Cells by drive strength:
Bar = 10 um.
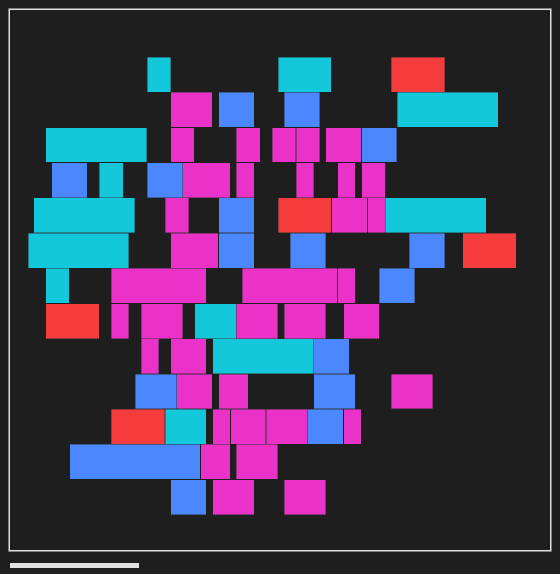
The metal 2 layer:
Cells faint in the background.
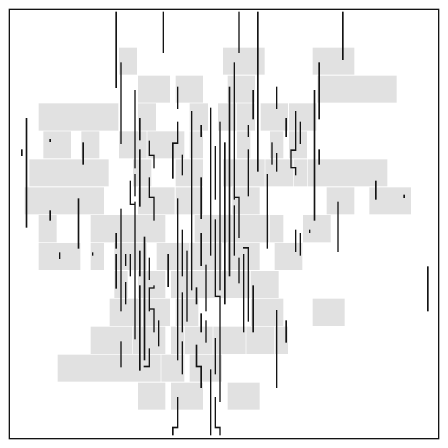
File: config.mk
export PLATFORM = sky130hd
export DESIGN_NAME = crc_lfsr_core
export DESIGN_NICKNAME = d
export VERILOG_FILES = /design/src/rtl/crc_pkg.sv /design/src/rtl/crc_lfsr_core.sv
export SDC_FILE = /design/constraint.sdc
export NUM_CORES = 1
export LEC_CHECK = 0
export CAP_MARGIN = 25
export CORE_UTILIZATION = 25
export DETAILED_ROUTE_END_ITERATION = 12
export GPL_ROUTABILITY_DRIVEN = 0
export HOLD_SLACK_MARGIN = 0.12
export PLACE_DENSITY = 0.62
export SKIP_LAST_GASP = 1
export SYNTH_ARGS = -nofsm -noshare
export SYNTH_HDL_FRONTEND = slang
export SYNTH_SLANG_ARGS = --single-unit
File: constraint.sdc
create_clock -name CLK -period 0.9 [get_ports CLK]
set_input_delay 0.18 -clock CLK [delete_from_list [all_inputs] [get_ports CLK]]
set_output_delay 0.18 -clock CLK [all_outputs]
set_load 0.01 [all_outputs]
File: src/rtl/crc_pkg.sv
`default_nettype none
// ============================================================================
// Module   : crc_pkg
// Purpose  : Shared constants, FSM state type and the LFSR payload-update
//            function for the serial CRC checker and its LFSR core.
// Contents : N (CRC width), TAPS (tap mask), SEED (frame-start value),
//            CNT_W (CRC bit / error counter width), state_t, lfsr_update().
// Revision : 1.0 - initial release
// ============================================================================
package crc_pkg;

  localparam int             N     = 8;
  localparam logic [N-1:0]   TAPS  = 8'b01000100;
  localparam logic [N-1:0]   SEED  = 8'hD8;
  localparam int             CNT_W = $clog2(N + 1);

  typedef enum logic [1:0] {
    IDLE   = 2'd0,
    DATA   = 2'd1,
    CHECK  = 2'd2,
    REPORT = 2'd3
  } state_t;

  // One payload step: the bit leaving LFSR[0] is mixed with the data bit to
  // form the feedback, which enters at the top and is folded into every
  // tapped position on the way down.
  function automatic logic [N-1:0] lfsr_update(input logic [N-1:0] cur,
                                               input logic         din);
    logic fb;
    fb          = cur[0] ^ din;
    lfsr_update = {fb, cur[N-1:1] ^ (TAPS[N-2:0] & {(N-1){fb}})};
  endfunction

endpackage
`default_nettype wire

File: src/rtl/crc_lfsr_core.sv
`default_nettype none
// ============================================================================
// Module   : crc_lfsr_core
// Purpose  : Feedback/tap shift register shared by the serial CRC generator
//            and checker. Can reload SEED, absorb one payload bit, or shift
//            the remainder out LSB-first.
// Ports    : CLK       in  1  clock, rising edge
//            RST       in  1  synchronous active-high reset (LFSR <= SEED)
//            load_seed in  1  start from SEED this cycle (combines with
//                             step/shift_out, which then act on SEED)
//            step      in  1  absorb data_bit (has priority over shift_out)
//            data_bit  in  1  payload bit used by step
//            shift_out in  1  shift right by one, zero fill
//            lfsr      out N  current register contents
// Revision : 1.0 - initial release
// ============================================================================
module crc_lfsr_core
  import crc_pkg::*;
(
  input  logic         CLK,
  input  logic         RST,
  input  logic         load_seed,
  input  logic         step,
  input  logic         data_bit,
  input  logic         shift_out,
  output logic [N-1:0] lfsr
);

  logic [N-1:0] r_lfsr;
  logic [N-1:0] w_base;
  logic [N-1:0] w_next;

  always_comb begin
    w_base = load_seed ? SEED : r_lfsr;
    if (step) begin
      w_next = lfsr_update(w_base, data_bit);
    end else if (shift_out) begin
      w_next = w_base >> 1;
    end else begin
      w_next = w_base;
    end
  end

  always_ff @(posedge CLK) begin
    if (RST) begin
      r_lfsr <= SEED;
    end else begin
      r_lfsr <= w_next;
    end
  end

  assign lfsr = r_lfsr;

endmodule
`default_nettype wire

==> impl_metrics.toml <==
# synthesis and place-and-route metrics
[cells_and_area]
comb_area_um2 = 227.7
utilization = 0.4697
drive_above_1_share = 0.4783
seq_area_um2 = 167.7
nNetsFinal = 77
nFillCells = 145
area_growth_pct = 64.76
n_antenna_cell = 0
final_cells = 84

[sta]
finalCritPeriodShare = 1.145
fin_skew_ns = 0.005294
setup_slack_ns = -0.1304
max-slew-margin-rel = 0.8229
worstMarginPinSlew_ns = 0.2656
final_max_slew_viol_count = 0
setup_viol = 4
hold_viol_final = 0
rsz0062_at_grt = "true"
max_freq_ghz = 0.9705

[routing]
num_vias = 418
first_pass_iters = 4
wl_per_cell_um = 12.04
drtIter0Drc = 11
drt-total-wl_mm = 1.011
dr_wl_met3_um = 61
met1_length_um = 472
drc = 0
vias_per_cell = 4.976
dr.max_layer_used = "met4"

[clocking]
cts_setup_buffers = 0
insertion_delay_ns = 0.25
cts_made_buffers = 3
root_buffer = "clkbuf_4"
clk_pin_slew_worst_paths_ns = 0.05
htreeDepth = 1
cts_tree = "built"
clock_path_buffers = 2
cts.sinks = 8
holdBufCountCts = 0
cts_resized = 41

[critical_path]
rr_endpoint = "lfsr[6]"
end_kind = "flop"
critical_path_required_ns = 1.02
startpoint_type = "flop"
ff2ff_setup_slack_ns = -0.13
crit_fanout = 4
rr_startpoint = "lfsr[0]"
reg2reg_depth = 3
endpoint = "lfsr[6]"
critPathArrivalTime_ns = 1.15
crit_path_start = "lfsr[0]"
critPathKind = "flop to flop"

[floorplan]
die_y_um = 41.71
num_io_pins = 14
die_area_um2 = 1739
core_area_um2 = 1383
fp_util = 0.2851
rows = 13

[placement]
io_buffers = 13
dp.cells = 82
dp_hpwl_um = 772.9

[worst_hold_path]
hold_depth = 3
worstHoldEndpoint = "lfsr[7]"
hold_class = "input pin to flop"
min_from = "RST"

[pwr]
power_w = 0.0008615
peakVddDrop_v = 0.0009104
p_per_area_nw_per_um2 = 1327
p_leak_nw = 0.3046

[synthesis]
synthTopLogicFamily = "AND-OR/OR-AND gates"
top_area_cell = "dfxtp_1"
common_cells = "8 x dfxtp_1, 4 x nand2_1"
ys_sh_aoi = 0.2349
synthesis.nets = 51
async_flop_share = 0
synth-edff-count = 0
synth_top_area_share = 0.4063
ys_sh_adder = 0
yosys.area_share.xor_xnor = 0.02222
ys_cells = 45
ys_sh_mux = 0.05079
numSynthFlops = 8
ys_seq_frac = 0.4063
syn-instance-count = 45
simple_gate_share = 0.2063
area_leaders = "dfxtp_1 41%, o21bai_1 5.7%, mux2i_1 5.1%"
ys_area_um2 = 394.1
yosysWarnings = 0
syn_area_um2 = 394.1
yosys_most_used_dff = "dfxtp_1"

[global_route]
grt_pass1_wl_mm = 1.704
grt_pass1_vias = 386
antenna_found_initial = 0
grt_use_total = 0.1350
grt_max_degree = 8
grt.overflow.total = 0

[status]
violations = "negative setup slack"
outcome = "complete, but fails checks"

[flow_run]
cap_viol_max_count = 0
warning_count = 29
Back to the opening pictures, 'cells by drive strength':
drive 1 or less -> magenta  # cells 36, share 52%
drive 6 and up -> red  # cells 5, share 7.2%
drive 3 to 4 -> blue  # cells 16, share 23%
drive 2 -> cyan  # cells 12, share 17%

Back to the opening pictures, 'the metal 2 layer':
nets with wire on the layer = 65
share of all routed wire = 47%
main direction = vertical
longest straight run = 18.4 um

final cells by class:
class	instances	share of cell area
Inverter	3	0.01734
Clock buffer	3	0.03468
Sequential cell	8	0.2582
Multi-Input combinational cell	31	0.3507
Timing Repair Buffer	24	0.3102
Tap cell	15	0.02890
through the flow:
stage               instance area (um^2)  hold slack (ns)  TNS (ns)  setup slack (ns)
floorplan                          395.4           0.3675   -0.1218          -0.06679
global placement                   614.3           0.5388    -4.550           -0.5104
detailed placement                 614.3           0.5421    -4.797           -0.5481
CTS                                610.6           0.3968   -0.4950           -0.1198
global route                       649.4           0.4188   -0.6719           -0.1601
finish                             649.4           0.4064   -0.3585           -0.1304
layout by cell type, fill, tap and decap left out:
cell type / count
mux2i_1: 2
o221ai_1: 1
a21oi_2: 1
o32ai_1: 1
o211ai_1: 2
or2_4: 2
nand3_1: 1
nor2_1: 2
dlygate4sd2_1: 5
dfxtp_2: 6
or2_1: 1
dfxtp_1: 2
xor2_1: 1
buf_2: 3
nor3_1: 3
nand2_1: 4
nand4bb_4: 1
a21oi_1: 2
buf_4: 10
and2b_2: 1
clkdlybuf4s15_2: 1
o21a_1: 1
a31oi_1: 1
buf_6: 5
o21bai_1: 3
inv_1: 3
a32oi_1: 1
clkbuf_4: 3
critical path, stage by stage, from the launching register on:
cell and delay, ns:
dfxtp_2 0.33, and2b_2 0.20, o211ai_1 0.22, o221ai_1 0.15
where the power goes:
| group | internal [W] | switching [W] |
|---|---|---|
| Combinational | 0.000112 | 0.0000855 |
| Clock | 0.000152 | 0.000116 |
| Sequential | 0.000380 | 0.0000157 |
metal layers:
layer | track usage | vias to the layer above
met5 | 0 | -
met4 | 0.05806 | 0
met3 | 0.08261 | 2
met2 | 0.2000 | 14
met1 | 0.1543 | 189
li1 | - | 213
Power is estimated from default activity; no workload was simulated.
